## src/rtl/gemm_pkg.sv

```systemverilog
// Shared GEMM offload definitions: custom opcode, command encodings, buffer
// selects and responder FSM states. The core-side controller imports this too.
package gemm_pkg;

    localparam logic [6:0] GEMM_OPCODE = 7'b0001011;

    typedef enum logic [2:0] {
        CFG_A = 3'b000,
        CFG_B = 3'b001,
        CFG_C = 3'b010,
        START = 3'b011
    } funct3_e;

    typedef enum logic [1:0] {
        SEL_A = 2'd0,
        SEL_B = 2'd1,
        SEL_C = 2'd2
    } mem_sel_e;

    typedef enum logic [2:0] {
        IDLE    = 3'd0,
        LOAD_A  = 3'd1,
        LOAD_B  = 3'd2,
        COMPUTE = 3'd3,
        WAIT    = 3'd4,
        STORE_C = 3'd5,
        DONE    = 3'd6
    } state_e;

    function automatic logic [7:0] clamp_rows(input logic [7:0] req, input logic [7:0] lim);
        if (req > lim) begin
            clamp_rows = lim;
        end else begin
            clamp_rows = req;
        end
    endfunction

endpackage

```

## src/rtl/gemm_cmd_responder_if.sv

```systemverilog
// Core command handshake plus the accelerator's memory-request and array
// control signals; master is the environment, slave is the responder.
interface gemm_cmd_responder_if #(parameter int ADDR_W = 32);

    logic              gemm_valid;
    logic [31:0]       gemm_instruction;
    logic [31:0]       gemm_rdata1;
    logic [31:0]       gemm_rdata2;
    logic              gemm_done;
    logic              gemm_err;
    logic              mem_req_valid;
    logic              mem_req_we;
    logic [1:0]        mem_req_sel;
    logic [ADDR_W-1:0] mem_req_addr;
    logic              mem_req_ready;
    logic              array_start;
    logic              array_busy;

    modport master (
        output gemm_valid, gemm_instruction, gemm_rdata1, gemm_rdata2,
        output mem_req_ready, array_busy,
        input  gemm_done, gemm_err, mem_req_valid, mem_req_we, mem_req_sel,
        input  mem_req_addr, array_start
    );

    modport slave (
        input  gemm_valid, gemm_instruction, gemm_rdata1, gemm_rdata2,
        input  mem_req_ready, array_busy,
        output gemm_done, gemm_err, mem_req_valid, mem_req_we, mem_req_sel,
        output mem_req_addr, array_start
    );

endinterface

```

## src/rtl/gemm_row_addr_gen.sv

```systemverilog
// Row address accumulator shared by all three memory phases: load restarts
// at a new base/stride, advance steps one row, last flags the final row.
module gemm_row_addr_gen #(
    parameter int ADDR_W = 32,
    parameter int CNT_W  = 4
) (
    input  logic              clk,
    input  logic              rst,
    input  logic              load_i,
    input  logic              adv_i,
    input  logic [ADDR_W-1:0] base_i,
    input  logic [ADDR_W-1:0] stride_i,
    input  logic [CNT_W-1:0]  rows_i,
    output logic [ADDR_W-1:0] addr_o,
    output logic              last_o
);

    logic [ADDR_W-1:0] addr_q, addr_d;
    logic [ADDR_W-1:0] stride_q, stride_d;
    logic [CNT_W-1:0]  cnt_q, cnt_d;

    // Next address/row: accumulation wraps modulo 2^ADDR_W by construction.
    always_comb begin
        addr_d   = addr_q;
        stride_d = stride_q;
        cnt_d    = cnt_q;
        if (load_i) begin
            addr_d   = base_i;
            stride_d = stride_i;
            cnt_d    = {CNT_W{1'b0}};
        end else if (adv_i) begin
            addr_d = addr_q + stride_q;
            cnt_d  = cnt_q + CNT_W'(1'b1);
        end else begin
            addr_d = addr_q;
        end
    end

    // Address generator state.
    always_ff @(posedge clk or posedge rst) begin
        if (rst) begin
            addr_q   <= {ADDR_W{1'b0}};
            stride_q <= {ADDR_W{1'b0}};
            cnt_q    <= {CNT_W{1'b0}};
        end else begin
            addr_q   <= addr_d;
            stride_q <= stride_d;
            cnt_q    <= cnt_d;
        end
    end

    assign addr_o = addr_q;
    assign last_o = (cnt_q == (rows_i - CNT_W'(1'b1)));

endmodule

```

## src/rtl/gemm_cmd_responder.sv

```systemverilog
// Accelerator endpoint for GEMM offload: decodes CFG/START commands, runs the
// A-load, B-load, compute, C-store sequence and returns one done per command.
module gemm_cmd_responder
    import gemm_pkg::*;
#(
    parameter int DIM    = 8,
    parameter int ADDR_W = 32
) (
    input  logic clk,
    input  logic rst,
    gemm_cmd_responder_if.slave bus
);

    localparam int ROWS_W = $clog2(DIM + 1);

    state_e            state_q, state_d;
    logic              err_q, err_d;
    logic [ADDR_W-1:0] base_a_q, base_a_d, base_b_q, base_b_d, base_c_q, base_c_d;
    logic [ADDR_W-1:0] stride_a_q, stride_a_d, stride_b_q, stride_b_d, stride_c_q, stride_c_d;
    logic [ROWS_W-1:0] rows_q, rows_d;
    logic              done_q, done_d, gerr_q, gerr_d, valid_q, valid_d;
    logic              we_q, we_d, start_q, start_d;
    mem_sel_e          sel_q, sel_d;

    logic              ag_load_s, ag_adv_s, last_s, hs_s, legal_s;
    logic [ADDR_W-1:0] ag_base_s, ag_stride_s, addr_s;
    logic [2:0]        f3_s;
    logic [ROWS_W-1:0] start_rows_s;
    logic              unused_s;

    assign f3_s         = bus.gemm_instruction[14:12];
    assign legal_s      = (bus.gemm_instruction[6:0] == GEMM_OPCODE) && (f3_s[2] == 1'b0);
    assign start_rows_s = ROWS_W'(clamp_rows(bus.gemm_rdata1[7:0], 8'(DIM)));
    assign hs_s         = valid_q & bus.mem_req_ready;
    assign unused_s     = ^{bus.gemm_instruction[31:15], bus.gemm_instruction[11:7],
                            bus.gemm_rdata1[31:8]};

    gemm_row_addr_gen #(.ADDR_W(ADDR_W), .CNT_W(ROWS_W)) u_addr_gen (
        .clk      (clk),
        .rst      (rst),
        .load_i   (ag_load_s),
        .adv_i    (ag_adv_s),
        .base_i   (ag_base_s),
        .stride_i (ag_stride_s),
        .rows_i   (rows_q),
        .addr_o   (addr_s),
        .last_o   (last_s)
    );

    // Next-state, config writes and the address generator is reloaded with the
    // next phase's base on each phase's last accepted row.
    always_comb begin
        state_d    = state_q;
        err_d      = err_q;
        base_a_d   = base_a_q;   stride_a_d = stride_a_q;
        base_b_d   = base_b_q;   stride_b_d = stride_b_q;
        base_c_d   = base_c_q;   stride_c_d = stride_c_q;
        rows_d     = rows_q;
        ag_load_s  = 1'b0;
        ag_adv_s   = 1'b0;
        ag_base_s  = base_a_q;
        ag_stride_s = stride_a_q;
        case (state_q)
            IDLE: begin
                if (bus.gemm_valid && !legal_s) begin
                    err_d   = 1'b1;
                    state_d = DONE;
                end else if (bus.gemm_valid) begin
                    state_d = DONE;
                    case (f3_s)
                        CFG_A: begin base_a_d = bus.gemm_rdata1; stride_a_d = bus.gemm_rdata2; end
                        CFG_B: begin base_b_d = bus.gemm_rdata1; stride_b_d = bus.gemm_rdata2; end
                        CFG_C: begin base_c_d = bus.gemm_rdata1; stride_c_d = bus.gemm_rdata2; end
                        START: begin
                            rows_d = start_rows_s;
                            if (start_rows_s != {ROWS_W{1'b0}}) begin
                                state_d   = LOAD_A;
                                ag_load_s = 1'b1;
                            end else begin
                                state_d = DONE;
                            end
                        end
                        default: err_d = 1'b1;
                    endcase
                end else begin
                    state_d = IDLE;
                end
            end
            LOAD_A, LOAD_B, STORE_C: begin
                if (hs_s && last_s) begin
                    ag_load_s = 1'b1;
                    case (state_q)
                        LOAD_A: begin
                            state_d     = LOAD_B;
                            ag_base_s   = base_b_q;
                            ag_stride_s = stride_b_q;
                        end
                        LOAD_B: begin
                            state_d     = COMPUTE;
                            ag_base_s   = base_c_q;
                            ag_stride_s = stride_c_q;
                        end
                        default: state_d = DONE;
                    endcase
                end else if (hs_s) begin
                    ag_adv_s = 1'b1;
                end else begin
                    state_d = state_q;
                end
            end
            COMPUTE: state_d = WAIT;
            WAIT: begin
                if (bus.array_busy) begin
                    state_d = WAIT;
                end else begin
                    state_d = STORE_C;
                end
            end
            DONE: begin
                state_d = IDLE;
                err_d   = 1'b0;
            end
            default: state_d = IDLE;
        endcase

        // Outputs are registered from the next state so they align with it.
        valid_d = (state_d == LOAD_A) || (state_d == LOAD_B) || (state_d == STORE_C);
        we_d    = (state_d == STORE_C);
        start_d = (state_d == COMPUTE);
        done_d  = (state_d == DONE);
        gerr_d  = (state_d == DONE) && err_d;
        case (state_d)
            LOAD_B:  sel_d = SEL_B;
            STORE_C: sel_d = SEL_C;
            default: sel_d = SEL_A;
        endcase
    end

    // FSM, configuration and registered outputs.
    always_ff @(posedge clk or posedge rst) begin
        if (rst) begin
            state_q    <= IDLE;
            err_q      <= 1'b0;
            base_a_q   <= {ADDR_W{1'b0}};  stride_a_q <= {ADDR_W{1'b0}};
            base_b_q   <= {ADDR_W{1'b0}};  stride_b_q <= {ADDR_W{1'b0}};
            base_c_q   <= {ADDR_W{1'b0}};  stride_c_q <= {ADDR_W{1'b0}};
            rows_q     <= {ROWS_W{1'b0}};
            done_q     <= 1'b0;
            gerr_q     <= 1'b0;
            valid_q    <= 1'b0;
            we_q       <= 1'b0;
            start_q    <= 1'b0;
            sel_q      <= SEL_A;
        end else begin
            state_q    <= state_d;
            err_q      <= err_d;
            base_a_q   <= base_a_d;  stride_a_q <= stride_a_d;
            base_b_q   <= base_b_d;  stride_b_q <= stride_b_d;
            base_c_q   <= base_c_d;  stride_c_q <= stride_c_d;
            rows_q     <= rows_d;
            done_q     <= done_d;
            gerr_q     <= gerr_d;
            valid_q    <= valid_d;
            we_q       <= we_d;
            start_q    <= start_d;
            sel_q      <= sel_d;
        end
    end

    assign bus.gemm_done     = done_q;
    assign bus.gemm_err      = gerr_q;
    assign bus.mem_req_valid = valid_q;
    assign bus.mem_req_we    = we_q;
    assign bus.mem_req_sel   = sel_q;
    assign bus.mem_req_addr  = addr_s;
    assign bus.array_start   = start_q;

endmodule

```

## src/flat_wrapper.sv

```systemverilog
// flat-port wrapper written by rule: the top's interface ports become plain ports
module gemm_cmd_responder_flat import gemm_pkg::*;
#(
    parameter int DIM    = 8,
    parameter int ADDR_W = 32
)
  (clk, rst, bus_gemm_valid, bus_gemm_instruction, bus_gemm_rdata1, bus_gemm_rdata2, bus_mem_req_ready, bus_array_busy, bus_gemm_done, bus_gemm_err, bus_mem_req_valid, bus_mem_req_we, bus_mem_req_sel, bus_mem_req_addr, bus_array_start);
  gemm_cmd_responder_if #(.ADDR_W(ADDR_W)) bus_i ();
  input  logic clk;
  input  logic rst;
  input wire logic [$bits(bus_i.gemm_valid)-1:0] bus_gemm_valid;
  input wire logic [$bits(bus_i.gemm_instruction)-1:0] bus_gemm_instruction;
  input wire logic [$bits(bus_i.gemm_rdata1)-1:0] bus_gemm_rdata1;
  input wire logic [$bits(bus_i.gemm_rdata2)-1:0] bus_gemm_rdata2;
  input wire logic [$bits(bus_i.mem_req_ready)-1:0] bus_mem_req_ready;
  input wire logic [$bits(bus_i.array_busy)-1:0] bus_array_busy;
  output wire logic [$bits(bus_i.gemm_done)-1:0] bus_gemm_done;
  output wire logic [$bits(bus_i.gemm_err)-1:0] bus_gemm_err;
  output wire logic [$bits(bus_i.mem_req_valid)-1:0] bus_mem_req_valid;
  output wire logic [$bits(bus_i.mem_req_we)-1:0] bus_mem_req_we;
  output wire logic [$bits(bus_i.mem_req_sel)-1:0] bus_mem_req_sel;
  output wire logic [$bits(bus_i.mem_req_addr)-1:0] bus_mem_req_addr;
  output wire logic [$bits(bus_i.array_start)-1:0] bus_array_start;
  assign bus_i.gemm_valid = bus_gemm_valid;
  assign bus_i.gemm_instruction = bus_gemm_instruction;
  assign bus_i.gemm_rdata1 = bus_gemm_rdata1;
  assign bus_i.gemm_rdata2 = bus_gemm_rdata2;
  assign bus_i.mem_req_ready = bus_mem_req_ready;
  assign bus_i.array_busy = bus_array_busy;
  assign bus_gemm_done = bus_i.gemm_done;
  assign bus_gemm_err = bus_i.gemm_err;
  assign bus_mem_req_valid = bus_i.mem_req_valid;
  assign bus_mem_req_we = bus_i.mem_req_we;
  assign bus_mem_req_sel = bus_i.mem_req_sel;
  assign bus_mem_req_addr = bus_i.mem_req_addr;
  assign bus_array_start = bus_i.array_start;
  gemm_cmd_responder #(.DIM(DIM), .ADDR_W(ADDR_W)) u_core (.clk(clk), .rst(rst), .bus(bus_i));
endmodule
```

## config.mk

```make
export PLATFORM = sky130hd
export DESIGN_NAME = gemm_cmd_responder_flat
export DESIGN_NICKNAME = d
export VERILOG_FILES = /design/src/rtl/gemm_pkg.sv /design/src/rtl/gemm_cmd_responder_if.sv /design/src/rtl/gemm_row_addr_gen.sv /design/src/rtl/gemm_cmd_responder.sv /design/src/flat_wrapper.sv
export SDC_FILE = /design/constraint.sdc
export NUM_CORES = 1
export LEC_CHECK = 0
export ABC_AREA = 0
export CAP_MARGIN = 20
export CORE_UTILIZATION = 62
export CTS_CLUSTER_SIZE = 8
export DETAILED_ROUTE_END_ITERATION = 7
export GPL_ROUTABILITY_DRIVEN = 0
export PLACE_DENSITY = 0.86
export SKIP_CTS_REPAIR_TIMING = 1
export SYNTH_ARGS = -nofsm -noshare
export SYNTH_HDL_FRONTEND = slang
export SYNTH_SLANG_ARGS = --single-unit
```

## constraint.sdc

```tcl
create_clock -name clk -period 19 [get_ports clk]
set_input_delay 4.75 -clock clk [delete_from_list [all_inputs] [get_ports clk]]
set_output_delay 4.75 -clock clk [all_outputs]
set_load 0.005 [all_outputs]
```

Fig. 1: metal 1
The bar under the picture is 50 um long.
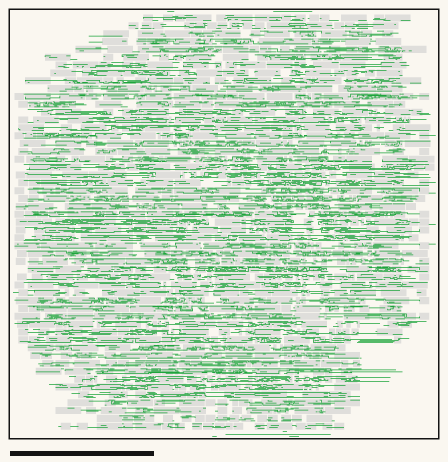
1,259 nets have wire on it. The layer holds 40% of the routed length.
Total Wirelength: 34,100 um
DR vias: 10,200
routing usage on met1: 43.6%

Fig. 2: M2 wires
The bar under the picture is 50 um long.
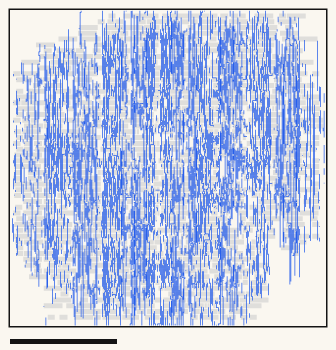
The longest straight run is 77.9 um. The layer carries 16,700 um of wire. The layer holds 49% of the routed length.
routing usage on met2: 51.9%

Fig. 3: metal 3
The bar under the picture is 50 um long.
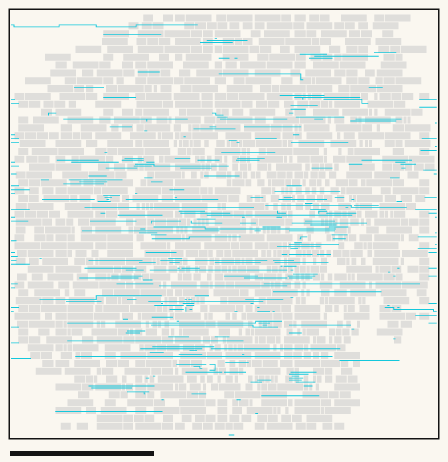
The longest straight run is 88.8 um. The wires run mostly horizontal. The layer holds 8.4% of the routed length.
GR Layer Usage met3: 5.71%

==> flow_metrics.tcl <==
# implementation run metrics
set metrics [dict create \
    yosys-stat-cells 1146 \
    drv_slew 0 \
    ir_drop_mv 0.0690 \
    fp_nets 1281 \
    rsz0062_at_grt "no" \
    p_seq_share_pct 38.0 \
    layout_top_cell "dfrtp_1" \
    critPathTopFamily "simple AND/OR/NAND/NOR gates" \
    dpl_cell_area_um2 14600 \
    via_per_inst 6.67 \
    ios 140 \
    io_buffers 117 \
    floorplan.core_util_pct 63.1 \
    drive_gt1_share_pct 16.4 \
    skew_ns 0.0205 \
    wl_met1_um 13700 \
    grt_pass1_vias 10200 \
    layout_top_cells "dfrtp_1, mux2_2, clkdlybuf4s50_1" \
    crit_path_max_fanout 56 \
    tool_warnings 51 \
    end_kind "register" \
    htree_levels 2 \
    grt_pass1_wl_um 54700 \
    power.internal_mw 1.28 \
    hold_viol 0 \
    max_slew_margin_pct 31.6 \
    die_width_um 148 \
    clkPwrFrac_pct 33.8 \
    max_freq_mhz 128 \
    cap_violations 0 \
    ys_ff 275 \
    r2r_slack_ns 15.55 \
    tns_ns 0 \
    fin_crit_sh_pct 41.2 \
    cp.arrival_ns 8.24 \
    ys_chip_area_um2 13300 \
    cts_root_buffer "clkbuf_16" \
    wl_met3_um 2860 \
    maxUsedRoutingLayer "met4" \
    antenna_found_initial 1 \
    numCtsBuffers 40 \
    p_per_area_nw_per_um2 119 \
    min_path_type "register to register" \
    postSynthSeqShare_pct 51.9 \
    grt.overflow.total 0 \
    ys_types 57 \
    finalSetupViolCount 0 \
    grt_max_degree 123 \
    synthFlopType "dfrtp_1" \
    clock_latency_ns 0.52 \
    status "finished, final reports clean" \
    slowest_delay_ns 0.56 \
    die_h_um 148 \
    firstDrtPassIters 6 \
    numClockSinks 275 \
    nNetsFinal 1383 \
    power_frac_comb_pct 28.2 \
    crit_required_ns 19.41 \
    path_class "input pin to register" \
    core_um2 21000 \
    clock_path_buffers 3 \
    cp_slowest_cell "buf_4" \
    yosys_warnings 0 \
    wl_met2_um 16700 \
    die_area_um2 22000 \
    p_leak_nw 7.69 \
    swShare_pct 31.7 \
    detail-route-antenna-nets 0 \
    finalInstanceArea_um2 15700 \
    tritoncts "done" \
    dp_hpwl_um 20800 \
    fin_crit_ns 7.83 \
    start_kind "input pin" \
    syn2layout_area_growth_pct 18.6 \
]
Fig. 4: metal 4
The bar under the picture is 50 um long.
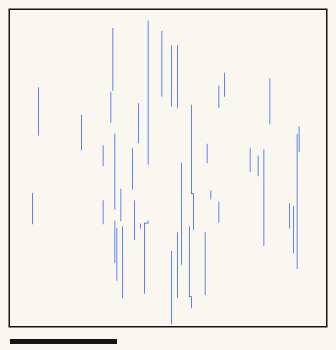
The longest straight run is 67.3 um. 29 nets have wire on it. The layer holds 2.9% of the routed length.

Fig. 5: routing congestion
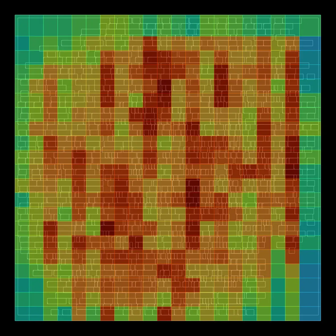
global routing's busiest layer: met2
Total Routing Usage GR: 32.2%
final core occ: 74.9%
drt wl/cell: 22.3 um

==> per-stage QoR <==
step	hold WS (ns)	cells	total power [mW]	worst slack, ns	util, %
after floorplan	0.458	1146	1.05	6.67	-
after global placement	0.467	1481	1.21	10.86	69.6
after detailed placement	0.475	1481	1.23	10.81	69.6
after CTS	0.485	1527	1.87	11.30	74.8
after global routing	0.496	1527	1.96	11.03	74.8
final	0.486	1528	1.88	11.17	74.9
==> synthesized netlist by cell type, drive strengths merged, types with 2 or more instances <==
master | instances | share of area [%]
a211oi | 18 | 1.0
a21boi | 4 | 0.23
a21o | 12 | 0.68
a21oi | 66 | 2.5
a221o | 47 | 3.5
a22oi | 71 | 4.0
a311oi | 4 | 0.26
a31oi | 12 | 0.57
and2 | 7 | 0.33
and3 | 4 | 0.19
buf | 27 | 0.96
clkbuf | 43 | 1.2
dfrtp | 275 | 52
ha | 33 | 3.1
inv | 17 | 0.48
mux2 | 192 | 16
mux2i | 3 | 0.23
nand2 | 48 | 1.4
nand2b | 8 | 0.38
nand3 | 5 | 0.19
nand4 | 4 | 0.19
nor2 | 111 | 3.2
nor2b | 3 | 0.14
nor3 | 18 | 0.68
nor3b | 2 | 0.11
nor4 | 3 | 0.30
nor4b | 2 | 0.18
o2111ai | 3 | 0.20
o211ai | 6 | 0.34
o21a | 3 | 0.17
o21ai | 36 | 1.4
o21bai | 5 | 0.28
o22ai | 3 | 0.14
o31ai | 2 | 0.11
or2 | 2 | 0.094
or3 | 2 | 0.094
or4 | 3 | 0.17
xnor2 | 20 | 1.3
xor2 | 11 | 0.73
==> kinds of logic (layout without fill, tap and decap cells) <==
logic type | Yosys count | in the layout | share of synthesized area (%)
buf+inv | 87 | 193 | 2.66
flops | 275 | 275 | 51.9
mux | 195 | 195 | 16.5
other cells | 0 | 1 | 0
simple gates | 223 | 223 | 7.63
compound gates | 301 | 301 | 16.0
xor+xnor | 31 | 31 | 2.05
fa+ha+maj | 34 | 34 | 3.26
==> area by class of cell <==
| cell class | instances | area (um^2) |
|---|---|---|
| flip-flops and latches | 275 | 6880 |
| multi-input cells | 784 | 6070 |
| fillers | 1334 | 5290 |
| repair buffers | 130 | 1270 |
| clock buffers | 45 | 1080 |
| well taps | 275 | 344 |
| inverters | 17 | 71.3 |
| clock inverters | 1 | 16.3 |
| diodes | 1 | 2.50 |
==> path summary, 6_finish.rpt <==
check | to | startpoint | cells after the start
max in group asynchronous | u_core.u_addr_gen.stride_q[21] | rst | 4
worst max register to register | u_core.u_addr_gen.addr_o[17] | u_core.rows_q[0] | 10
worst max-delay path | u_core.u_addr_gen.addr_o[9] | bus_gemm_rdata1[5] | 11
min in group asynchronous | u_core.base_a_q[5] | rst | 2
worst min-delay path | u_core.stride_a_q[19] | u_core.stride_a_q[19] | 1
worst min register to register | u_core.stride_a_q[19] | u_core.stride_a_q[19] | 1
==> power by group through the flow <==
stage	clock, mW	combinational, mW	sequential, mW
2_1_floorplan	0	0.346	0.699
3_3_place_gp	0	0.496	0.717
3_5_place_dp	0	0.511	0.719
4_1_cts	0.640	0.523	0.711
5_1_grt	0.665	0.582	0.717
6_report	0.634	0.529	0.714
Power and IR drop assume default switching activity.
